$ cat src/rtl/nibble_serial_adder_if.sv
// Request/result and external adder signals for nibble_serial_adder.
// slave = the controller, master = its environment (requester plus adder).
interface nibble_serial_adder_if #(
    parameter int NIBBLES = 4
);
    localparam int W = 4 * NIBBLES;

    logic         start;
    logic         Sub;
    logic         CinIn;
    logic [W-1:0] OpA;
    logic [W-1:0] OpB;
    logic [3:0]   AddA;
    logic [3:0]   AddB;
    logic         AddCin;
    logic [3:0]   AddSum;
    logic         AddCout;
    logic         busy;
    logic         done;
    logic [W-1:0] Result;
    logic         CoutOut;
    logic         Ovf;

    modport slave (
        input  start, Sub, CinIn, OpA, OpB, AddSum, AddCout,
        output AddA, AddB, AddCin, busy, done, Result, CoutOut, Ovf
    );

    modport master (
        output start, Sub, CinIn, OpA, OpB, AddSum, AddCout,
        input  AddA, AddB, AddCin, busy, done, Result, CoutOut, Ovf
    );
endinterface

$ cat src/rtl/nibble_serial_adder.sv
// Wide add/subtract through one external 4-bit adder, one nibble per clock,
// LSB first, with the carry chained through an internal register.
module nibble_serial_adder #(
    parameter int NIBBLES = 4
) (
    input  logic clk,
    input  logic rst_n,
    nibble_serial_adder_if.slave bus
);
    localparam int W  = 4 * NIBBLES;
    localparam int IW = $clog2(NIBBLES);
    localparam logic [IW-1:0] LAST = IW'(NIBBLES - 1);

    typedef enum logic [1:0] {
        IDLE,
        RUN,
        DONE
    } state_t;

    state_t        state;
    logic [IW-1:0] idx;
    logic          carry;
    logic [W-1:0]  a_reg;
    logic [W-1:0]  b_reg;
    logic [W-1:0]  a_sh;
    logic [W-1:0]  b_sh;

    // Adder is fed only while a nibble is in flight; quiet otherwise.
    always_comb begin
        a_sh       = a_reg >> {idx, 2'b00};
        b_sh       = b_reg >> {idx, 2'b00};
        bus.AddA   = 4'h0;
        bus.AddB   = 4'h0;
        bus.AddCin = 1'b0;
        if (state == RUN) begin
            bus.AddA   = a_sh[3:0];
            bus.AddB   = b_sh[3:0];
            bus.AddCin = carry;
        end
    end

    always_ff @(posedge clk) begin
        if (!rst_n) begin
            state       <= IDLE;
            idx         <= '0;
            carry       <= 1'b0;
            a_reg       <= '0;
            b_reg       <= '0;
            bus.Result  <= '0;
            bus.CoutOut <= 1'b0;
            bus.Ovf     <= 1'b0;
            bus.busy    <= 1'b0;
            bus.done    <= 1'b0;
        end else begin
            unique case (state)
                IDLE: begin
                    if (bus.start) begin
                        a_reg    <= bus.OpA;
                        b_reg    <= bus.Sub ? ~bus.OpB : bus.OpB;
                        carry    <= bus.Sub ? 1'b1 : bus.CinIn;
                        idx      <= '0;
                        bus.busy <= 1'b1;
                        state    <= RUN;
                    end
                end
                RUN: begin
                    bus.Result[{idx, 2'b00} +: 4] <= bus.AddSum;
                    carry <= bus.AddCout;
                    if (idx == LAST) begin
                        bus.CoutOut <= bus.AddCout;
                        // b_reg holds the operand actually added, so this also covers Sub.
                        bus.Ovf  <= (a_reg[W-1] == b_reg[W-1]) &&
                                    (bus.AddSum[3] != a_reg[W-1]);
                        bus.busy <= 1'b0;
                        bus.done <= 1'b1;
                        state    <= DONE;
                    end else begin
                        idx <= idx + 1'b1;
                    end
                end
                DONE: begin
                    bus.done <= 1'b0;
                    state    <= IDLE;
                end
                default: state <= IDLE;
            endcase
        end
    end
endmodule
$ cat src/flat_wrapper.sv
// flat-port wrapper written by rule: the top's interface ports become plain ports
module nibble_serial_adder_flat 
#(
    parameter int NIBBLES = 4
)
  (clk, rst_n, bus_start, bus_Sub, bus_CinIn, bus_OpA, bus_OpB, bus_AddSum, bus_AddCout, bus_AddA, bus_AddB, bus_AddCin, bus_busy, bus_done, bus_Result, bus_CoutOut, bus_Ovf);
  nibble_serial_adder_if #(.NIBBLES(NIBBLES)) bus_i ();
  input  logic clk;
  input  logic rst_n;
  input wire logic [$bits(bus_i.start)-1:0] bus_start;
  input wire logic [$bits(bus_i.Sub)-1:0] bus_Sub;
  input wire logic [$bits(bus_i.CinIn)-1:0] bus_CinIn;
  input wire logic [$bits(bus_i.OpA)-1:0] bus_OpA;
  input wire logic [$bits(bus_i.OpB)-1:0] bus_OpB;
  input wire logic [$bits(bus_i.AddSum)-1:0] bus_AddSum;
  input wire logic [$bits(bus_i.AddCout)-1:0] bus_AddCout;
  output wire logic [$bits(bus_i.AddA)-1:0] bus_AddA;
  output wire logic [$bits(bus_i.AddB)-1:0] bus_AddB;
  output wire logic [$bits(bus_i.AddCin)-1:0] bus_AddCin;
  output wire logic [$bits(bus_i.busy)-1:0] bus_busy;
  output wire logic [$bits(bus_i.done)-1:0] bus_done;
  output wire logic [$bits(bus_i.Result)-1:0] bus_Result;
  output wire logic [$bits(bus_i.CoutOut)-1:0] bus_CoutOut;
  output wire logic [$bits(bus_i.Ovf)-1:0] bus_Ovf;
  assign bus_i.start = bus_start;
  assign bus_i.Sub = bus_Sub;
  assign bus_i.CinIn = bus_CinIn;
  assign bus_i.OpA = bus_OpA;
  assign bus_i.OpB = bus_OpB;
  assign bus_i.AddSum = bus_AddSum;
  assign bus_i.AddCout = bus_AddCout;
  assign bus_AddA = bus_i.AddA;
  assign bus_AddB = bus_i.AddB;
  assign bus_AddCin = bus_i.AddCin;
  assign bus_busy = bus_i.busy;
  assign bus_done = bus_i.done;
  assign bus_Result = bus_i.Result;
  assign bus_CoutOut = bus_i.CoutOut;
  assign bus_Ovf = bus_i.Ovf;
  nibble_serial_adder #(.NIBBLES(NIBBLES)) u_core (.clk(clk), .rst_n(rst_n), .bus(bus_i));
endmodule
$ cat config.mk
export PLATFORM = sky130hd
export DESIGN_NAME = nibble_serial_adder_flat
export DESIGN_NICKNAME = d
export VERILOG_FILES = /design/src/rtl/nibble_serial_adder_if.sv /design/src/rtl/nibble_serial_adder.sv /design/src/flat_wrapper.sv
export SDC_FILE = /design/constraint.sdc
export NUM_CORES = 1
export LEC_CHECK = 0
export ABC_CLOCK_PERIOD_IN_PS = 2380
export CORE_ASPECT_RATIO = 0.9
export CORE_MARGIN = 2
export CORE_UTILIZATION = 45
export CTS_CLUSTER_SIZE = 12
export DETAILED_ROUTE_END_ITERATION = 8
export PLACE_DENSITY_LB_ADDON = 0.12
export SLEW_MARGIN = 40
export SYNTH_ARGS = -nofsm -noshare
export SYNTH_HDL_FRONTEND = slang
export SYNTH_SLANG_ARGS = --single-unit
$ cat constraint.sdc
create_clock -name clk -period 2.38 [get_ports clk]
set_input_delay 0.238 -clock clk [delete_from_list [all_inputs] [get_ports clk]]
set_output_delay 0.238 -clock clk [all_outputs]
set_load 0.01 [all_outputs]
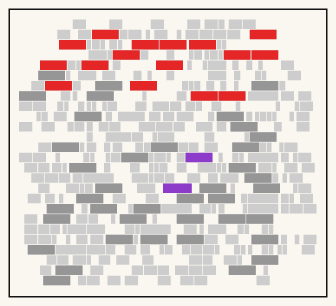
(images/ff_map.png)
Other sequential cells in the stronger gray, the rest of the logic in the fainter gray.
| name in the netlist | color | placed flops |
|---|---|---|
| u_core.bus.Result | red | 16 |
| u_core.idx | purple | 2 |
not colored: 39

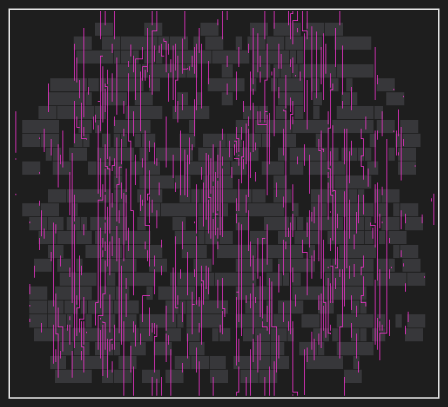
(images/m2.png)
Cells faint in the background.
share of all routed wire: 45%
nets with wire on the layer: 312

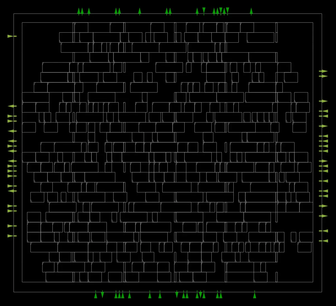
(images/placed.png)
Row Count: 26
core area: 0.00560 sq mm
# Taps: 70
fin cells: 428
FF+latch count: 57

==> results.toml <==
# flow metrics
[synthesis]
synth.avg_cell_area_sq_um = 9.19
yosys.area_share.aoi = 0.159
async_flop_share = 0
top_area_frac = 0.442
yosys.area_share.adder = 0.0291
common_cells = "63 x nand2_1, 57 x dfxtp_1, 22 x a21oi_1, 16 x xnor2_1, 14 x nor2_1"
fp_nets = 329

[worst_setup_path]
max_stage_delay_ns = 0.49
cp_slowest_cell = "dfxtp_1"
critPathBufInv = 2

[place]
routabilityCongestion = 0.765

[cts]
clk_pin_slew_ns = 0.07
cts_buffers = 9
htree_levels = 3
ctsLongestPathBuffers = 2

[pwr]
pg_clk_mw = 0.793
power_density_mw_per_mm2 = 621

[grt]
overflow = 0
grtUsageTotal = 0.197
grt_pass1_wl_um = 9590
busiest_layer = "met2"

[timing]
setup_tns_ns = 0
whs_ns = 0.455

[finish]
final_area_sq_mm = 0.00353
clk_share = 0.0493
antennaDiodeCount = 0
final-nonclk-buf-share = 0.226
mi_logic_area_sq_mm = 0.00131

[detailed_routing]
viasPerCell = 5.15
drcViolationCount = 0

[min_path]
hp-start = "u_core.bus.Result[2]$_SDFFE_PN0P_"

[outcome]
status = "completed"
